`src/rtl/calc_pkg.sv`:
```
`default_nettype none
// ============================================================================
// Module      : calc_pkg
// Description : Shared definitions for the calculator accumulator slice.
//               CALC_DATA_W is the width of the upstream 12a+5b result.
//               calc_state_t is the window-collection FSM encoding.
// Revision    : 1.0 - initial release
// ============================================================================
package calc_pkg;

    localparam int CALC_DATA_W = 9;

    typedef enum logic [0:0] {
        ACC  = 1'b0,   // collecting samples
        FULL = 1'b1    // holding a completed window result
    } calc_state_t;

endpackage : calc_pkg
`default_nettype wire

```
`src/rtl/calc_accum.sv`:
```
`default_nettype none
// ============================================================================
// Module      : calc_accum
// Description : Windowed accumulator. Sums DEPTH accepted samples of the
//               upstream result, then holds the window sum until the consumer
//               takes it (out_valid && out_ready) or clear drops it.
//               Optional feature macro: CALC_ACCUM_AVG_EN adds out_avg, the
//               truncated window mean, registered alongside out_sum.
// Ports       : clk       - clock, rising edge
//               rst       - asynchronous active-high reset
//               in_valid  - in_data valid
//               in_data   - unsigned sample, CALC_DATA_W bits
//               in_ready  - sample accepted this cycle (state ACC)
//               clear     - synchronous discard of partial window / result
//               out_valid - out_sum (and out_avg) hold a completed window
//               out_ready - consumer takes the result
//               out_sum   - window sum, CALC_DATA_W + log2(DEPTH) bits
//               out_avg   - window mean (only with CALC_ACCUM_AVG_EN)
// Revision    : 1.0 - initial release
// ============================================================================
module calc_accum
    import calc_pkg::*;
#(
    parameter int DEPTH = 8
) (
    input  logic                                       clk,
    input  logic                                       rst,
    input  logic                                       in_valid,
    input  logic [CALC_DATA_W-1:0]                     in_data,
    output logic                                       in_ready,
    input  logic                                       clear,
    output logic                                       out_valid,
    input  logic                                       out_ready,
    output logic [CALC_DATA_W+$clog2(DEPTH)-1:0]       out_sum
`ifdef CALC_ACCUM_AVG_EN
    ,
    output logic [CALC_DATA_W-1:0]                     out_avg
`endif
);

    localparam int CNT_W = $clog2(DEPTH);
    localparam int SUM_W = CALC_DATA_W + CNT_W;

    localparam logic [CNT_W-1:0] c_cnt_last = CNT_W'(DEPTH - 1);
    localparam logic [CNT_W-1:0] c_cnt_one  = CNT_W'(1);

    calc_state_t        r_state;
    calc_state_t        w_state_nxt;
    logic [CNT_W-1:0]   r_count;
    logic [SUM_W-1:0]   r_acc;
    logic [SUM_W-1:0]   r_sum;

    logic               w_in_acc;
    logic               w_accept;
    logic               w_last;
    logic               w_release;
    logic [SUM_W-1:0]   w_acc_sum;

    assign w_in_acc  = (r_state == ACC);
    // clear has priority: the sample presented with clear is dropped.
    assign w_accept  = w_in_acc && in_valid && !clear;
    assign w_last    = w_accept && (r_count == c_cnt_last);
    assign w_release = !w_in_acc && (clear || out_ready);
    // Zero-extended add; SUM_W covers DEPTH * 511 so no wrap can occur.
    assign w_acc_sum = r_acc + SUM_W'(in_data);

    assign in_ready  = w_in_acc;
    assign out_valid = !w_in_acc;
    assign out_sum   = r_sum;

    // ------------------------------------------------------------------
    // FSM state register
    // ------------------------------------------------------------------
    always_ff @(posedge clk or posedge rst) begin
        if (rst) begin
            r_state <= ACC;
        end else begin
            r_state <= w_state_nxt;
        end
    end

    // ------------------------------------------------------------------
    // FSM next-state logic
    // ------------------------------------------------------------------
    always_comb begin
        w_state_nxt = r_state;
        case (r_state)
            ACC: begin
                if (w_last) begin
                    w_state_nxt = FULL;
                end
            end
            FULL: begin
                if (w_release) begin
                    w_state_nxt = ACC;
                end
            end
            default: begin
                w_state_nxt = ACC;
            end
        endcase
    end

    // ------------------------------------------------------------------
    // Accumulator, sample counter and result register
    // ------------------------------------------------------------------
    always_ff @(posedge clk or posedge rst) begin
        if (rst) begin
            r_count <= '0;
            r_acc   <= '0;
            r_sum   <= '0;
        end else if (w_in_acc) begin
            if (clear) begin
                r_count <= '0;
                r_acc   <= '0;
            end else if (w_last) begin
                // Final sample goes straight into the result register so
                // out_valid can rise on the very next cycle.
                r_sum   <= w_acc_sum;
                r_count <= '0;
                r_acc   <= '0;
            end else if (w_accept) begin
                r_acc   <= w_acc_sum;
                r_count <= r_count + c_cnt_one;
            end
        end else if (w_release) begin
            r_count <= '0;
            r_acc   <= '0;
        end
    end

`ifdef CALC_ACCUM_AVG_EN
    // ------------------------------------------------------------------
    // Window mean: truncating divide by DEPTH, captured with out_sum
    // ------------------------------------------------------------------
    logic [CALC_DATA_W-1:0] r_avg;

    always_ff @(posedge clk or posedge rst) begin
        if (rst) begin
            r_avg <= '0;
        end else if (w_last) begin
            r_avg <= w_acc_sum[SUM_W-1:CNT_W];
        end
    end

    assign out_avg = r_avg;
`endif

endmodule : calc_accum
`default_nettype wire

```
`config.mk`:
```
export PLATFORM = sky130hd
export DESIGN_NAME = calc_accum
export DESIGN_NICKNAME = d
export VERILOG_FILES = /design/src/rtl/calc_pkg.sv /design/src/rtl/calc_accum.sv
export SDC_FILE = /design/constraint.sdc
export NUM_CORES = 1
export LEC_CHECK = 0
export CORE_MARGIN = 3
export CORE_UTILIZATION = 50
export DETAILED_ROUTE_END_ITERATION = 12
export PLACE_DENSITY = 0.83
export SLEW_MARGIN = 20
export SYNTH_ARGS = -nofsm -noshare
export SYNTH_HDL_FRONTEND = slang
export SYNTH_SLANG_ARGS = --single-unit
```
`constraint.sdc`:
```
create_clock -name clk -period 3.1 [get_ports clk]
set_clock_uncertainty 0.2 [all_clocks]
set_input_delay 0.775 -clock clk [delete_from_list [all_inputs] [get_ports clk]]
set_output_delay 0.775 -clock clk [all_outputs]
set_load 0.01 [all_outputs]
```
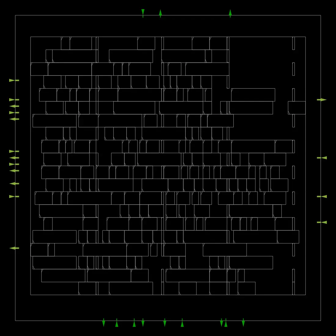
*Placed standard cells, run 1*
Finished Layout Cells: 257
Util after Layout: 0.656
tap cells: 44
row count: 20
area of the core: 3150 um^2

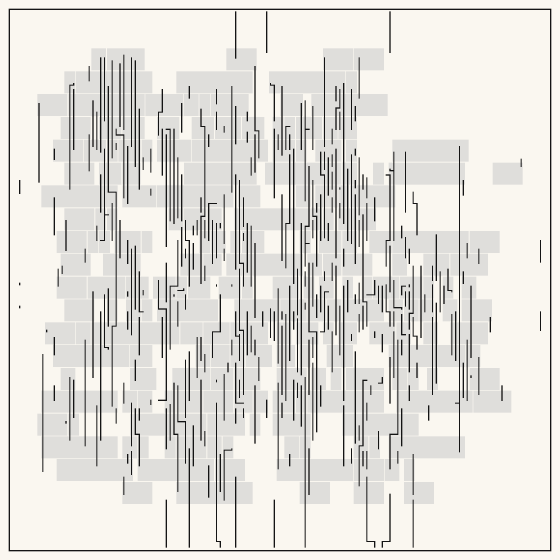
*M2 wires, run 1*
Cells faint in the background.
The layer holds 47% of the routed length. The wires run mostly vertical. The longest straight run is 36.4 um.

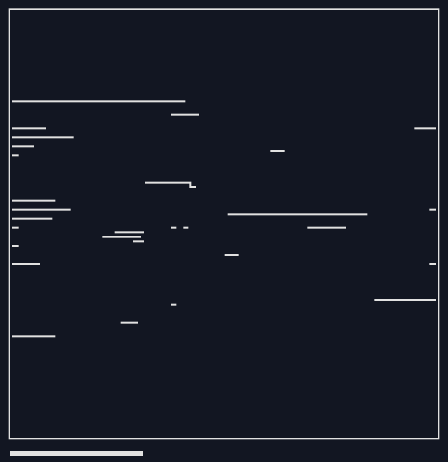
*Signal wires on met3, run 1*
Bar = 20 um.
The layer holds 4.0% of the routed length. The wires run mostly horizontal. The layer carries 144 um of wire. 26 nets have wire on it.

==> out/metrics.cfg, run 1 <==
[status]
status=finished, final reports clean

[critical_path]
arrival_ps=2900
end_kind=flip-flop
cp.required_ps=3130
cp_max_fo=4
r2r_setup_slack_ps=760
r2r-end=out_sum[10]

[min_path]
hp-start=out_sum[6]
hold-path-endpoint=out_sum[6]
hp-class=flip-flop to flip-flop

[sta]
fin_tns_setup_ps=0
finalSetupViolCount=0
hold_ws_ps=304
finalWorstSetupSlack_ps=228
fin_crit_sh=0.926
relSlewSlack=0.728
hold_violations=0
rsz0062_at_grt=false
period_needed_ps=2870

[global_route]
busiest_layer=met2
met2_usage=0.303
grt_max_degree=29
grt_use_total=0.192
grt_pass1_wl_um=6350
antenna_found_initial=0
overflow=0

[finish]
clkbuf_count=3
fin_area_um2=2070
logic_area_um2=935
fill_cells=277
nNonClkInverters=7
seq_share=0.339
n_all_buffers=35
flops=28
final_layout_top_logic_cells=nand2_1 (34), dfrtp_1 (28), clkdlybuf4s50_1 (27), o21ai_0 (11), ha_1 (11)
buffer_area_frac=0.160

[die]
chip_area_um2=4140
dieWidth_um=64.4
initial_core_util=0.540
die_y_um=64.4

[pwr]
finalPower_w=0.000803
p_leak_nw=0.902
ir_drop_mv=0.254

[detailed_routing]
vias=1497
wl_per_cell_um=14.1
detail_route.iter0.violations=96
maxUsedRoutingLayer=met4
post-route-drc-count=0
dr_wl_met3_um=144
dr.pass1.iters=4
met2_length_um=1720
ant_nets=0
routed_via_density=5.82

[clock_network]
cts_resized=0
holdBufCountCts=0
cts-root-buf=clkbuf_4
htreeDepth=1
tritoncts=yes
cts_inserted_buffers=3
clk_pin_slew_ps=140
cts.sinks=28

[synth]
ys_types=48
ys.flops=28
postSynthCellCount=183
ys.warnings.count=0
syn_area_per_cell_um2=9.31
syn_nets=209
syn_area_um2=1700

[placement]
dp_hpwl_um=2790
dp_cells=254

-- run 1: cell usage after synthesis (3+ instances only) --
master    number  share of area
o21ai_1        9          0.026
buf_2          4          0.012
o21ai_0       11          0.032
nand2_1       34          0.075
dfrtp_1       28           0.41
inv_1          7          0.015
a31oi_1        3          0.011
nor2_1         5          0.011
a21oi_1        6          0.018
ha_1          11          0.081
clkbuf_1       3         0.0066
nand3b_1       3          0.013
a21o_1         3          0.013
nand3_1        8          0.023
o211ai_1       3          0.013
nor3_1         3         0.0088
-- run 1: critical path, cell delays in order --
cell	delay (ps)
clkdlybuf4s50_1	460
ha_1	160
inv_1	60
fa_1	370
and2b_1	240
o2111ai_2	160
a31oi_1	350
mux2i_1	260
nand2_1	60
-- run 1: worst max-delay path by stage --
stage / cells past startpoint / end / start
floorplan: 8 / out_sum[10] / in_data[0]
global placement: 9 / out_sum[10] / in_data[0]
detailed placement: 9 / out_sum[10] / in_data[0]
CTS: 9 / out_sum[10] / in_data[0]
global route: 9 / out_sum[10] / in_data[0]
finish: 9 / out_sum[10] / in_data[0]
-- run 1: kinds of logic (layout without fill, tap and decap cells) --
logic type | count (synthesis) | after routing | share of synthesized area
XOR/XNOR | 4 | 4 | 0.0206
flip-flops | 28 | 28 | 0.411
adder cells (fa/ha/maj) | 12 | 12 | 0.0925
multiplexers | 2 | 2 | 0.0125
AND/OR/NAND/NOR | 65 | 65 | 0.191
buffers and inverters | 15 | 45 | 0.0404
AND-OR/OR-AND | 57 | 57 | 0.232
-- run 1: power breakdown --
part           total, W  internal (W)  switching [W]
Clock          0.000148     0.0000456       0.000102
Sequential     0.000406      0.000387      0.0000187
Combinational  0.000249      0.000105       0.000144
-- run 1: state kept, by name, indices dropped and copies added, names as in the netlist --
signal / flops
out_sum: 12
r_count: 3
out_valid: 1
r_acc: 12
## Run 2: what changed since run 1
- SLEW_MARGIN: 20 -> not set
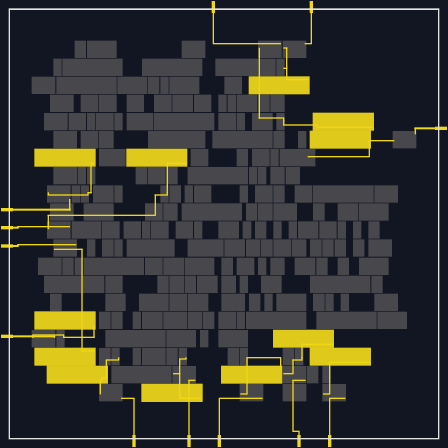
*Port wiring, run 2*
Yellow shows out_sum, bits 12, direction output, edge 5 bottom, 4 left, 2 top, 1 right, end cells 12, buffers 12, wire 291 um.

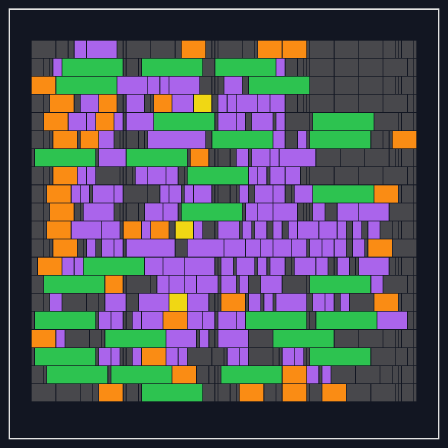
*Cells colored by class, run 2*
Fill, decap, tap and diode cells in gray.
Green shows flops, cells 28, share of their area 35%. Purple shows combinational and other logic, cells 147, share of their area 48%. Yellow shows clock drivers, cells 3, share of their area 1.1%. Orange shows other buffers and delay cells, cells 35, share of their area 16%.

==> out/metrics.cfg, run 2 <==
[critical_path]
cp.depth=9  ; unchanged
path_buffers=2  ; unchanged
r2r-end=out_sum[10]  ; unchanged
path_cells=clkdlybuf4s50_1, ha_1, inv_1, fa_1, and2b_1, o2111ai_2, a31oi_1, mux2i_1, nand2_1  ; unchanged
critPathMaxStageDelay_ps=460  ; about the same
cp-startpoint=in_data[0]  ; unchanged
critPathTopFamily=adder cells  ; unchanged
arrival_ps=2900  ; about the same
endpoint=out_sum[10]  ; unchanged
end_kind=flip-flop  ; unchanged
r2r_setup_slack_ps=760  ; about the same
cp_max_fo=4  ; unchanged
crit_slowest_cell=clkdlybuf4s50_1  ; unchanged
cp.required_ps=3130  ; about the same

[finish]
layout_top_cell=nand2_1  ; unchanged
finalNonFillerCells=257  ; unchanged
drive_above_1_share=0.103  ; unchanged
final_layout_top_logic_cells=nand2_1 (34), dfrtp_1 (28), clkdlybuf4s50_1 (27), o21ai_0 (11), ha_1 (11)  ; unchanged
num_antenna_cells=0  ; unchanged

[synth]
top_cell_area_share=0.411  ; unchanged
aoi_share=0.232  ; unchanged
muxShareOfSynthArea=0.0125  ; unchanged
ys.warnings.count=0  ; unchanged
syn_area_per_cell_um2=9.31  ; unchanged
ys.flops=28  ; unchanged
xor_area_frac=0.0206  ; unchanged
syn_area_um2=1700  ; unchanged
common_cells=nand2_1 (34), dfrtp_1 (28), ha_1 (11), o21ai_0 (11), o21ai_1 (9)  ; unchanged
netlist.top_cell.by_area=dfrtp_1  ; unchanged
syn_nets=209  ; unchanged
ys_types=48  ; unchanged
logic_family=AND-OR/OR-AND gates  ; unchanged
postSynthCellCount=183  ; unchanged
synth_top_cell_by_count=nand2_1  ; unchanged
synth-simple-area-share=0.191  ; unchanged
ys_sh_adder=0.0925  ; unchanged
area_leaders=dfrtp_1 (41%), ha_1 (8.1%), nand2_1 (7.5%)  ; unchanged
synth-edff-count=0  ; unchanged

[die]
chip_area_um2=4140  ; unchanged
core_area_um2=3150  ; unchanged
initial_core_util=0.540  ; unchanged
die_y_um=64.4  ; unchanged
rows=20  ; unchanged
dieWidth_um=64.4  ; unchanged

[placement]
place_congestion=0.862  ; unchanged
pre_cts_ws_ps=-96.2  ; unchanged
dp_hpwl_um=2790  ; unchanged
dp_cells=254  ; unchanged

[clock_network]
clk_pin_slew_ps=140  ; about the same
holdBufCountCts=0  ; unchanged
cts_resized=0  ; unchanged
cts-root-buf=clkbuf_4  ; unchanged
tritoncts=yes  ; unchanged
cts.sinks=28  ; unchanged
htreeDepth=1  ; unchanged
cts_inserted_buffers=3  ; unchanged

[sta]
finalSetupViolCount=0  ; unchanged
hold_ws_ps=304  ; unchanged
fin_crit_sh=0.926  ; unchanged
rsz0062_at_grt=false  ; unchanged
max_freq_mhz=348  ; unchanged
period_needed_ps=2870  ; unchanged
hold_violations=0  ; unchanged
fin_tns_setup_ps=0  ; unchanged
finalWorstSetupSlack_ps=228  ; unchanged
relSlewSlack=0.728  ; unchanged

[detailed_routing]
detail_route.iter0.violations=96  ; unchanged
ant_nets=0  ; unchanged
routed_via_density=5.82  ; unchanged
post-route-drc-count=0  ; unchanged
vias=1497  ; unchanged
dr.pass1.iters=4  ; unchanged
wl_per_cell_um=14.1  ; unchanged

[min_path]
hp-class=flip-flop to flip-flop  ; unchanged

[pwr]
p_leak_nw=0.902  ; unchanged
p_clk_frac=0.184  ; about the same
sw_frac_of_total=0.330  ; unchanged
pg_seq_w=0.000406  ; about the same
pg_comb_w=0.000249  ; about the same
p_comb_frac=0.310  ; about the same
netSwitchingPower_w=0.000265  ; unchanged
p_seq_frac=0.505  ; about the same
ir_drop_mv=0.254  ; unchanged
p_int_w=0.000538  ; unchanged
top_power_group=registers  ; unchanged
pwr.group.clock_w=0.000148  ; about the same

[status]
status=finished, final reports clean  ; unchanged

[global_route]
grt_use_total=0.192  ; unchanged
overflow=0  ; unchanged
grt_pass1_wl_um=6350  ; unchanged
antenna_found_initial=0  ; unchanged
grt_max_degree=29  ; unchanged

[job]
drv_cap=0  ; unchanged

[run 2: cell counts in the layout (fill, tap and decap cells not counted)]
Identical to the previous run, type by type.
[run 2: stage by stage]
stage	util	total power [W]	instance area (um^2)
3_3_place_gp	0.649	0.000648	2050
4_1_cts	0.656	0.000807	2070
5_1_grt	0.656	0.000850	2070
6_report	0.656	0.000803	2070
2_1_floorplan	-	0.000594	1700
3_5_place_dp	0.649	0.000659	2050
[run 2: kinds of logic after synthesis]
kind of cell | count (synthesis)
buffers and inverters | 15
DFF | 28
xor gates and xnor gates | 4
adders and majority gates | 12
AOI/OAI and AO/OA | 57
and+or+nand+nor | 65
muxes | 2
[run 2: final cells by class]
class                   instances  area [um^2]
fillers                       277         1080
flip-flops and latches         28          701
repair buffers                 35          330
multi-input cells             140          935
well taps                      44         55.1
clock buffers                   3         22.5
inverters                       7         26.3
[run 2: worst min path at each step]
stage | depth (start not counted) | slack [ps] | start | to
final | 2 | 300 | out_sum[6] | out_sum[6]
after global routing | 2 | 340 | out_sum[0] | out_sum[0]
after CTS | 2 | 310 | out_sum[6] | out_sum[6]
after detailed placement | 2 | 270 | out_sum[0] | out_sum[0]
after global placement | 2 | 260 | out_sum[3] | out_sum[3]
after floorplan | 2 | 250 | r_acc[4] | r_acc[4]
[run 2: worst register-to-register path: cells and delay by family, from the launching register on]
| family | cells | cell delay (ps) |
|---|---|---|
| AND-OR/OR-AND | 2 | 510 |
| adder cells (fa/ha/maj) | 2 | 540 |
| multiplexers | 1 | 260 |
| flip-flops | 1 | 380 |
| AND/OR/NAND/NOR | 2 | 300 |
| buffers and inverters | 1 | 60 |
[run 2: metal layers]
metal  track usage  wire length, um
met3        0.0281              144
met4        0.0686               47
met5             0                0
met1         0.267             1720
met2         0.303             1720
## Run 3: what changed since run 2
- CORE_MARGIN: 3 -> 2
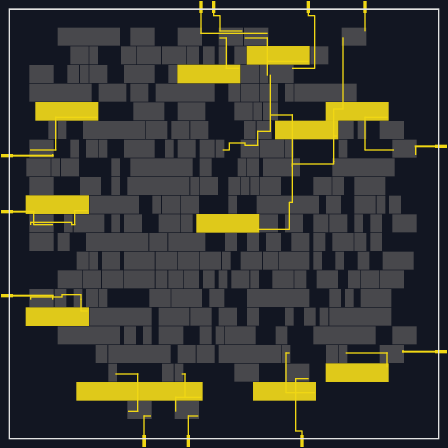
*Port wiring, run 3*
Yellow shows out_sum, bits 12, direction output, edge 4 top, 3 left, 3 bottom, 2 right, end cells 12, buffers 12, wire 262 um.

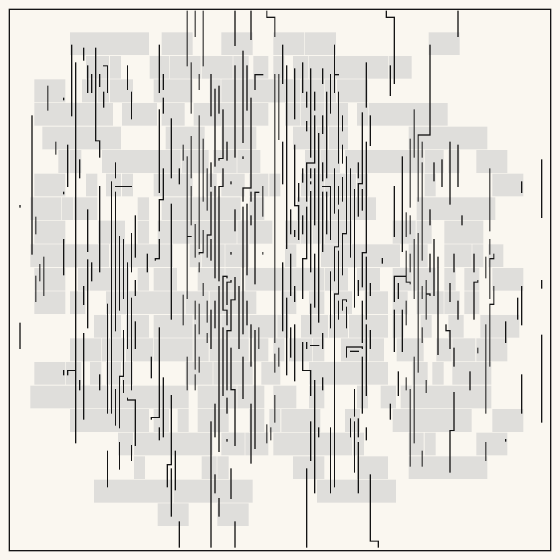
*M2 wires, run 3*
Cells faint in the background.
207 nets have wire on it. The longest straight run is 43.9 um. The wires run mostly vertical. The layer holds 47% of the routed length.

==> out/metrics.cfg, run 3 <==
[die]
initial_core_util=0.515  ; was 0.540
dieWidth_um=62.4  ; was 64.4 um
chip_area_um2=3890  ; was 4140 um^2
core_area_um2=3310  ; was 3150 um^2
rows=21  ; was 20
die_y_um=62.4  ; was 64.4 um

[sta]
hold_violations=0  ; unchanged
max_freq_mhz=357  ; was 348 MHz
period_needed_ps=2800  ; was 2870 ps
fin_tns_setup_ps=0  ; unchanged
fin_crit_sh=0.904  ; was 0.926
relSlewSlack=0.731  ; was 0.728
rsz0062_at_grt=false  ; unchanged
finalSetupViolCount=0  ; unchanged

[synth]
netlist.top_cell.by_area=dfrtp_1  ; unchanged
synth_top_cell_by_count=nand2_1  ; unchanged
postSynthCellCount=183  ; unchanged
area_leaders=dfrtp_1 (41%), ha_1 (8.1%), nand2_1 (7.5%)  ; unchanged
ys.warnings.count=0  ; unchanged
async_flop_share=1.00  ; unchanged
ys.flop_type=dfrtp_1  ; unchanged
syn_area_per_cell_um2=9.31  ; unchanged
ys.flops=28  ; unchanged
top_cell_area_share=0.411  ; unchanged
common_cells=nand2_1 (34), dfrtp_1 (28), ha_1 (11), o21ai_0 (11), o21ai_1 (9)  ; unchanged
syn_area_um2=1700  ; unchanged
synth-edff-count=0  ; unchanged
syn_nets=209  ; unchanged
ys_types=48  ; unchanged

[placement]
dp_cells=258  ; was 254
dp_hpwl_um=2650  ; was 2790 um
place_congestion=0.894  ; was 0.862

[critical_path]
r2r_setup_slack_ps=810  ; was 760 ps
endpoint=r_acc[10]  ; was out_sum[10]
cp_max_fo=3  ; was 4
cp.depth=9  ; unchanged
path_cells=clkdlybuf4s50_1, ha_1, inv_1, fa_1, and2b_1, o2111ai_2, a31oi_1, o21a_1, o211ai_1  ; was clkdlybuf4s50_1, ha_1, inv_1, fa_1, and2b_1, o2111ai_2, a31oi_1, mux2i_1, nand2_1
crit_slowest_cell=clkdlybuf4s50_1  ; unchanged
cp-startpoint=in_data[0]  ; unchanged
critPathMaxStageDelay_ps=470  ; was 460 ps
critPathTopFamily=AND-OR/OR-AND gates  ; was adder cells
arrival_ps=2830  ; was 2900 ps
cp.required_ps=3120  ; was 3130 ps
r2r-end=r_acc[10]  ; was out_sum[10]
end_kind=flip-flop  ; unchanged
path_buffers=2  ; unchanged

[finish]
final_layout_top_logic_cells=nand2_1 (34), dfrtp_1 (28), clkdlybuf4s50_1 (27), o21ai_0 (11), ha_1 (11)  ; unchanged
drive_above_1_share=0.112  ; was 0.103
finalNonFillerCells=261  ; was 257
fill_cells=299  ; was 277
utilization=0.630  ; was 0.656
num_antenna_cells=0  ; unchanged

[status]
status=finished, final reports clean  ; unchanged

[detailed_routing]
vias=1460  ; was 1497
post-route-drc-count=0  ; unchanged
routed_via_density=5.59  ; was 5.82
ant_nets=0  ; unchanged
wl_per_cell_um=13.5  ; was 14.1 um
dr.pass1.iters=4  ; unchanged
detail_route.iter0.violations=90  ; was 96

[clock_network]
clk_pin_slew_ps=150  ; was 140 ps
cts-root-buf=clkbuf_4  ; unchanged
holdBufCountCts=0  ; unchanged
cts_inserted_buffers=3  ; unchanged
htreeDepth=1  ; unchanged
cts.sinks=28  ; unchanged
tritoncts=yes  ; unchanged
cts_resized=0  ; unchanged

[global_route]
antenna_found_initial=0  ; unchanged
grt_max_degree=29  ; unchanged
busiest_layer=met2  ; unchanged
overflow=0  ; unchanged
grtUsageMet1=0.280  ; was 0.267
gr-usage-met3=0.0198  ; was 0.0281
met2_usage=0.315  ; was 0.303
grt_pass1_wl_um=6250  ; was 6350 um

[min_path]
hold-path-endpoint=out_sum[6]  ; unchanged
hp-start=out_sum[6]  ; unchanged
hp-class=flip-flop to flip-flop  ; unchanged
holdPathStages=2  ; unchanged

[pwr]
ir_drop_mv=0.223  ; was 0.254 mV
finalPower_w=0.000809  ; was 0.000803 W
p_leak_nw=0.911  ; was 0.902 nW

[job]
drv_cap=0  ; unchanged

==> run 3: cell counts after synthesis <==
No cell type changed its count.
==> run 3: final cells by class <==
type / count / area [um^2] / share of cell area
tap: 46 / 57.6 / 0.0276
sequential: 28 / 701 / 0.336
timing repair buffer: 37 / 345 / 0.165
clock buffer: 3 / 22.5 / 0.0108
multi-input combinational: 140 / 935 / 0.448
inverter: 7 / 26.3 / 0.0126
==> run 3: metrics by stage <==
| step | hold slack, ps | cell area, um^2 | worst slack (ps) |
|---|---|---|---|
| finish | 293 | 2090 | 297 |
| global route | 345 | 2090 | 149 |
| CTS | 303 | 2090 | 302 |
| detailed placement | 266 | 2060 | -84.4 |
| global placement | 261 | 2060 | 7.80 |
| floorplan | 254 | 1700 | 533 |
==> run 3: tightest hold or removal path, stage by stage, from the launching register on <==
cell	delay, ps
dfrtp_1	370
nand2_1	40
o21ai_0	60
==> run 3: cell families (layout without fill, tap and decap cells) <==
kind of cell,count (synthesis),count (layout),synth area share
buffers and inverters,15,47,0.0404
AND/OR/NAND/NOR,65,65,0.191
multiplexers,2,2,0.0125
flip-flops,28,28,0.411
adder cells (fa/ha/maj),12,12,0.0925
XOR/XNOR,4,4,0.0206
AND-OR/OR-AND,57,57,0.232
==> run 3: metal layers <==
layer / vias to the layer above / part of all wire
met4: 0 / 0.016
met1: 701 / 0.49
li1: 730 / -
met3: 5 / 0.028
met5: - / 0
met2: 24 / 0.47
==> run 3: where the power goes <==
group          leakage, nW  switching (W)  internal (W)
Clock               0.0138       0.000107     0.0000458
Sequential           0.383      0.0000182      0.000387
Combinational        0.514       0.000142      0.000109
Power is estimated from default activity; no workload was simulated.
